[config.mk]
export PLATFORM = sky130hd
export DESIGN_NAME = sync_mux_arbiter_flat
export DESIGN_NICKNAME = d
export VERILOG_FILES = /design/src/rtl/sync_mux_arbiter_if.sv /design/src/rtl/sync_mux_arbiter.sv /design/src/flat_wrapper.sv
export SDC_FILE = /design/constraint.sdc
export NUM_CORES = 1
export LEC_CHECK = 0
export CELL_PAD_IN_SITES_DETAIL_PLACEMENT = 0
export CELL_PAD_IN_SITES_GLOBAL_PLACEMENT = 1
export CORE_MARGIN = 3
export CORE_UTILIZATION = 29
export DETAILED_ROUTE_END_ITERATION = 10
export HOLD_SLACK_MARGIN = 0.06
export PLACE_DENSITY_LB_ADDON = 0.1
export SLEW_MARGIN = 20
export SYNTH_ARGS = -nofsm -noshare
export SYNTH_HDL_FRONTEND = slang
export SYNTH_SLANG_ARGS = --single-unit
[constraint.sdc]
create_clock -name clk -period 2.17 [get_ports clk]
set_clock_uncertainty 0.1 [all_clocks]
set_input_delay 0.3255 -clock clk [delete_from_list [all_inputs] [get_ports clk]]
set_output_delay 0.3255 -clock clk [all_outputs]
set_load 0.005 [all_outputs]
[src/rtl/sync_mux_arbiter_if.sv]
// Producer handshakes plus the x1/x2/addr selection bus that feeds SyncMux.
// The master modport is the arbiter's view; slave is the environment's view.
interface sync_mux_arbiter_if #(
    parameter int WIDTH = 8
);
    logic             in0_valid;
    logic             in0_ready;
    logic [WIDTH-1:0] in0_data;
    logic             in1_valid;
    logic             in1_ready;
    logic [WIDTH-1:0] in1_data;
    logic [WIDTH-1:0] x1;
    logic [WIDTH-1:0] x2;
    logic             addr;
    logic             sel_valid;
    logic             sel_ready;

    modport master (
        input  in0_valid, in0_data, in1_valid, in1_data, sel_ready,
        output in0_ready, in1_ready, x1, x2, addr, sel_valid
    );

    modport slave (
        output in0_valid, in0_data, in1_valid, in1_data, sel_ready,
        input  in0_ready, in1_ready, x1, x2, addr, sel_valid
    );
endinterface

[src/rtl/sync_mux_arbiter.sv]
// Two-channel round-robin arbiter with bounded bursts, registering the winning
// word onto x1/x2 and the matching addr for SyncMux, with downstream backpressure.
module sync_mux_arbiter #(
    parameter int WIDTH     = 8,
    parameter int MAX_BURST = 4
) (
    input  logic                clk,
    input  logic                clr,
    sync_mux_arbiter_if.master  bus
);
    localparam int CW = $clog2(MAX_BURST + 1);
    localparam logic [CW-1:0] MAX_CNT = CW'(MAX_BURST);

    typedef enum logic [1:0] {
        IDLE = 2'd0,
        GNT0 = 2'd1,
        GNT1 = 2'd2
    } state_t;

    state_t           state_q, state_d;
    logic [CW-1:0]    burst_cnt_q, burst_cnt_d;
    logic             last_q, last_d;
    logic [WIDTH-1:0] x1_q, x1_d;
    logic [WIDTH-1:0] x2_q, x2_d;
    logic             addr_q, addr_d;
    logic             sel_valid_q, sel_valid_d;

    logic             in0_ready_s, in1_ready_s;
    logic             xfer0_s, xfer1_s, xfer_s;
    logic             cur_valid_s, oth_valid_s;
    state_t           other_s;
    logic [CW-1:0]    cnt_inc_s;

    // Readies: granted channel may load whenever the selection slot is free or draining.
    always_comb begin
        in0_ready_s = !clr && (state_q == GNT0) && (!sel_valid_q || bus.sel_ready);
        in1_ready_s = !clr && (state_q == GNT1) && (!sel_valid_q || bus.sel_ready);
        xfer0_s     = bus.in0_valid && in0_ready_s;
        xfer1_s     = bus.in1_valid && in1_ready_s;
        xfer_s      = xfer0_s || xfer1_s;
    end

    // Next-state, burst counter and round-robin pointer.
    always_comb begin
        state_d     = state_q;
        burst_cnt_d = burst_cnt_q;
        last_d      = last_q;
        cur_valid_s = (state_q == GNT1) ? bus.in1_valid : bus.in0_valid;
        oth_valid_s = (state_q == GNT1) ? bus.in0_valid : bus.in1_valid;
        other_s     = (state_q == GNT1) ? GNT0 : GNT1;
        cnt_inc_s   = burst_cnt_q + 1'b1;
        case (state_q)
            IDLE: begin
                burst_cnt_d = '0;
                if (bus.in0_valid && (!bus.in1_valid || last_q)) begin
                    state_d = GNT0;
                end else if (bus.in1_valid) begin
                    state_d = GNT1;
                end else begin
                    state_d = IDLE;
                end
            end
            GNT0, GNT1: begin
                if (xfer_s) begin
                    burst_cnt_d = cnt_inc_s;
                    last_d      = (state_q == GNT1);
                end else begin
                    burst_cnt_d = burst_cnt_q;
                end
                // A full burst always clears the counter, even when nobody else waits.
                if (xfer_s && (cnt_inc_s == MAX_CNT)) begin
                    burst_cnt_d = '0;
                    state_d     = oth_valid_s ? other_s : state_q;
                end else if (!cur_valid_s) begin
                    burst_cnt_d = '0;
                    state_d     = oth_valid_s ? other_s : IDLE;
                end else begin
                    state_d = state_q;
                end
            end
            default: begin
                state_d     = IDLE;
                burst_cnt_d = '0;
            end
        endcase
    end

    // Selection datapath: load on transfer, otherwise hold until consumed.
    always_comb begin
        x1_d        = x1_q;
        x2_d        = x2_q;
        addr_d      = addr_q;
        sel_valid_d = sel_valid_q;
        if (xfer0_s) begin
            x1_d        = bus.in0_data;
            addr_d      = 1'b0;
            sel_valid_d = 1'b1;
        end else if (xfer1_s) begin
            x2_d        = bus.in1_data;
            addr_d      = 1'b1;
            sel_valid_d = 1'b1;
        end else if (bus.sel_ready) begin
            sel_valid_d = 1'b0;
        end else begin
            sel_valid_d = sel_valid_q;
        end
    end

    // FSM state register; last resets to 1 so channel 0 wins the first tie.
    always_ff @(posedge clk) begin
        if (clr) begin
            state_q     <= IDLE;
            burst_cnt_q <= '0;
            last_q      <= 1'b1;
        end else begin
            state_q     <= state_d;
            burst_cnt_q <= burst_cnt_d;
            last_q      <= last_d;
        end
    end

    // Selection registers driving SyncMux.
    always_ff @(posedge clk) begin
        if (clr) begin
            x1_q        <= '0;
            x2_q        <= '0;
            addr_q      <= 1'b0;
            sel_valid_q <= 1'b0;
        end else begin
            x1_q        <= x1_d;
            x2_q        <= x2_d;
            addr_q      <= addr_d;
            sel_valid_q <= sel_valid_d;
        end
    end

    assign bus.in0_ready = in0_ready_s;
    assign bus.in1_ready = in1_ready_s;
    assign bus.x1        = x1_q;
    assign bus.x2        = x2_q;
    assign bus.addr      = addr_q;
    assign bus.sel_valid = sel_valid_q;
endmodule

[src/flat_wrapper.sv]
// flat-port wrapper written by rule: the top's interface ports become plain ports
module sync_mux_arbiter_flat 
#(
    parameter int WIDTH     = 8,
    parameter int MAX_BURST = 4
)
  (clk, clr, bus_in0_valid, bus_in0_data, bus_in1_valid, bus_in1_data, bus_sel_ready, bus_in0_ready, bus_in1_ready, bus_x1, bus_x2, bus_addr, bus_sel_valid);
  sync_mux_arbiter_if #(.WIDTH(WIDTH)) bus_i ();
  input  logic clk;
  input  logic clr;
  input wire logic [$bits(bus_i.in0_valid)-1:0] bus_in0_valid;
  input wire logic [$bits(bus_i.in0_data)-1:0] bus_in0_data;
  input wire logic [$bits(bus_i.in1_valid)-1:0] bus_in1_valid;
  input wire logic [$bits(bus_i.in1_data)-1:0] bus_in1_data;
  input wire logic [$bits(bus_i.sel_ready)-1:0] bus_sel_ready;
  output wire logic [$bits(bus_i.in0_ready)-1:0] bus_in0_ready;
  output wire logic [$bits(bus_i.in1_ready)-1:0] bus_in1_ready;
  output wire logic [$bits(bus_i.x1)-1:0] bus_x1;
  output wire logic [$bits(bus_i.x2)-1:0] bus_x2;
  output wire logic [$bits(bus_i.addr)-1:0] bus_addr;
  output wire logic [$bits(bus_i.sel_valid)-1:0] bus_sel_valid;
  assign bus_i.in0_valid = bus_in0_valid;
  assign bus_i.in0_data = bus_in0_data;
  assign bus_i.in1_valid = bus_in1_valid;
  assign bus_i.in1_data = bus_in1_data;
  assign bus_i.sel_ready = bus_sel_ready;
  assign bus_in0_ready = bus_i.in0_ready;
  assign bus_in1_ready = bus_i.in1_ready;
  assign bus_x1 = bus_i.x1;
  assign bus_x2 = bus_i.x2;
  assign bus_addr = bus_i.addr;
  assign bus_sel_valid = bus_i.sel_valid;
  sync_mux_arbiter #(.WIDTH(WIDTH), .MAX_BURST(MAX_BURST)) u_core (.clk(clk), .clr(clr), .bus(bus_i));
endmodule
==> images/power_grid.png <==
The bar under the picture is 20 um long. Pins as bars on the die edge. Tap cells in grey.
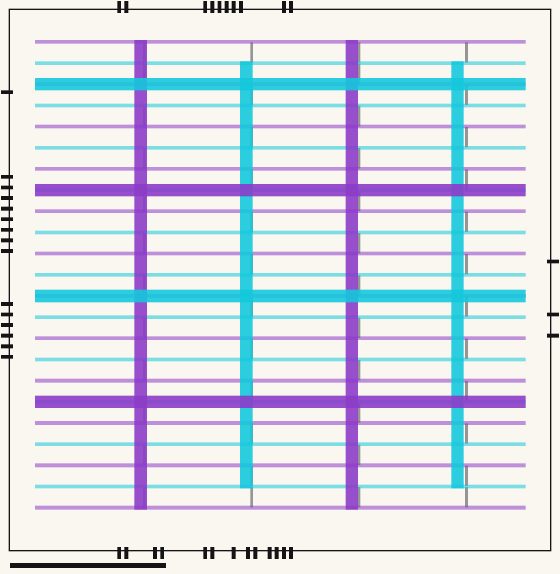
Cyan marks VDD. Purple marks VSS.
48 tap cells. The core has 22 rows. 23 met1 rails follow the rows.
Die Span Y: 69.4 um
DIE WIDTH: 69.4 um
floorplan core area: 3770 um2
maximum ir drop on the vdd rail: 0.000307 V

==> images/flops_by_reg.png <==
The bar under the picture is 20 um long. Other sequential cells in the stronger grey, the rest of the logic in the fainter grey.
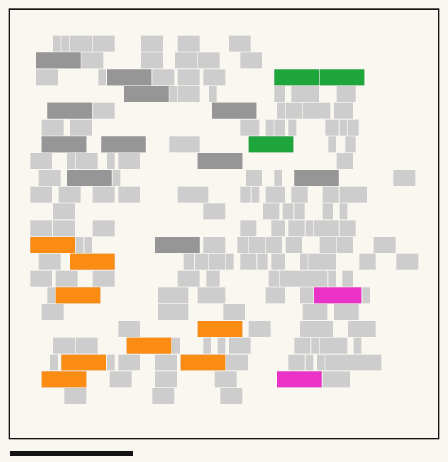
Magenta marks u_core.state_q, sequential cells 2. Green marks u_core.burst_cnt_q, sequential cells 3. Orange marks u_core.bus.x1, sequential cells 8, where bottom left.
fraction of area in registers: 27.3%
sequential standard cell area: 482 um2
Seq power: 462 uW
Post-Route Utilization: 46.8%

==> images/placement.png <==
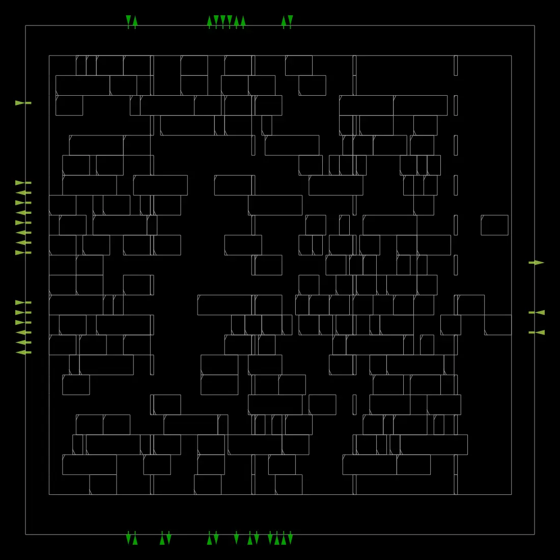
standard-cell row count: 22
sequential cells: 24
final cell count without fillers: 222
number of tap instances: 48
number of fill cells in the layout: 352

==> images/io_fan.png <==
The bar under the picture is 20 um long.
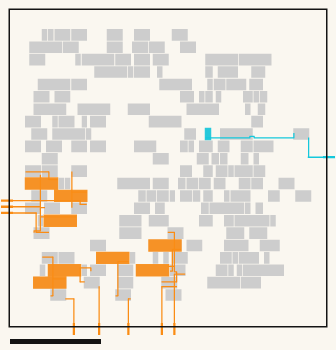
Orange marks bus_x1, bits 8, direction output, end cells 8, buffers 8, wire 180 um. Cyan marks bus_in1_ready, bits 1, direction output, end cells 1, buffers 1, wire 28.7 um.
number of top-level pins: 41
number of input and output port buffers inserted: 40

## repair_timing
| action | in CTS | in global routing |
|---|---|---|
| gates resized | 2 | 5 |
| endpoints found under the hold margin | 0 | 0 |
| endpoints found under the setup margin | 2 | 2 |
| gates cloned | 0 | 0 |
| pin swaps | 0 | 0 |
| hold buffers | 0 | 0 |
## worst max-delay path by stage
| stage | startpoint | end | slack (ns) |
|---|---|---|---|
| after floorplan | u_core.state_q[0] | u_core.state_q[1] | 0.11 |
| after global placement | bus_in0_valid | u_core.state_q[1] | -0.05 |
| after detailed placement | bus_in0_valid | u_core.state_q[0] | -0.08 |
| after CTS | u_core.state_q[0] | bus_in1_ready | 0.03 |
| after global routing | bus_sel_ready | bus_in1_ready | 0.007 |
| final | bus_sel_ready | bus_in1_ready | 0.09 |
==> notes.md <==
Here are the numbers from the latest Yosys + OpenROAD run.

The met3 track utilization from global routing is 2.75%. Setup repair after global routing left no endpoint under its margin. The run finished with clean final reports. Once placement completed, the tool counted placed cells totaling 218. The cell-mix breakdown from Yosys lists the compound-gate area share as 7.52%. The net total in the final layout is 202. Setup slack closes at 0.0878 ns. The leakage dissipation is between 0.0006 and 0.0007 uW.

The routed length per instance is 13.0 um. STA classifies the critical path startpoint as an input pin. Summed over all instances, the cell type with the most area after synthesis is dfxtp_1. The count of cells along the worst register-to-register path came out at 7. The minimum hold slack is 0.373 ns. The slack of the worst reg-to-reg path came out at 0.14 ns. The routed layout has roughly 1000 vias. Post-synthesis, Yosys gives the total cell area as 1160 um2. In the layout the tool counted multi-input logic cells amounting to 88. The critical path in this run is classified as in2out. The group that draws the most power in this run is registers. The endpoint type of the worst setup path is an output port. For this run, the leading register cell type out of synthesis is dfxtp_1. The clock network power share came out at 31.4%. The final weighted congestion recorded by global placement is 0.863. In this run the clock root is driven by a clkbuf_8. The chip occupies slightly below 5000 um2.
Power and IR drop assume default switching activity.
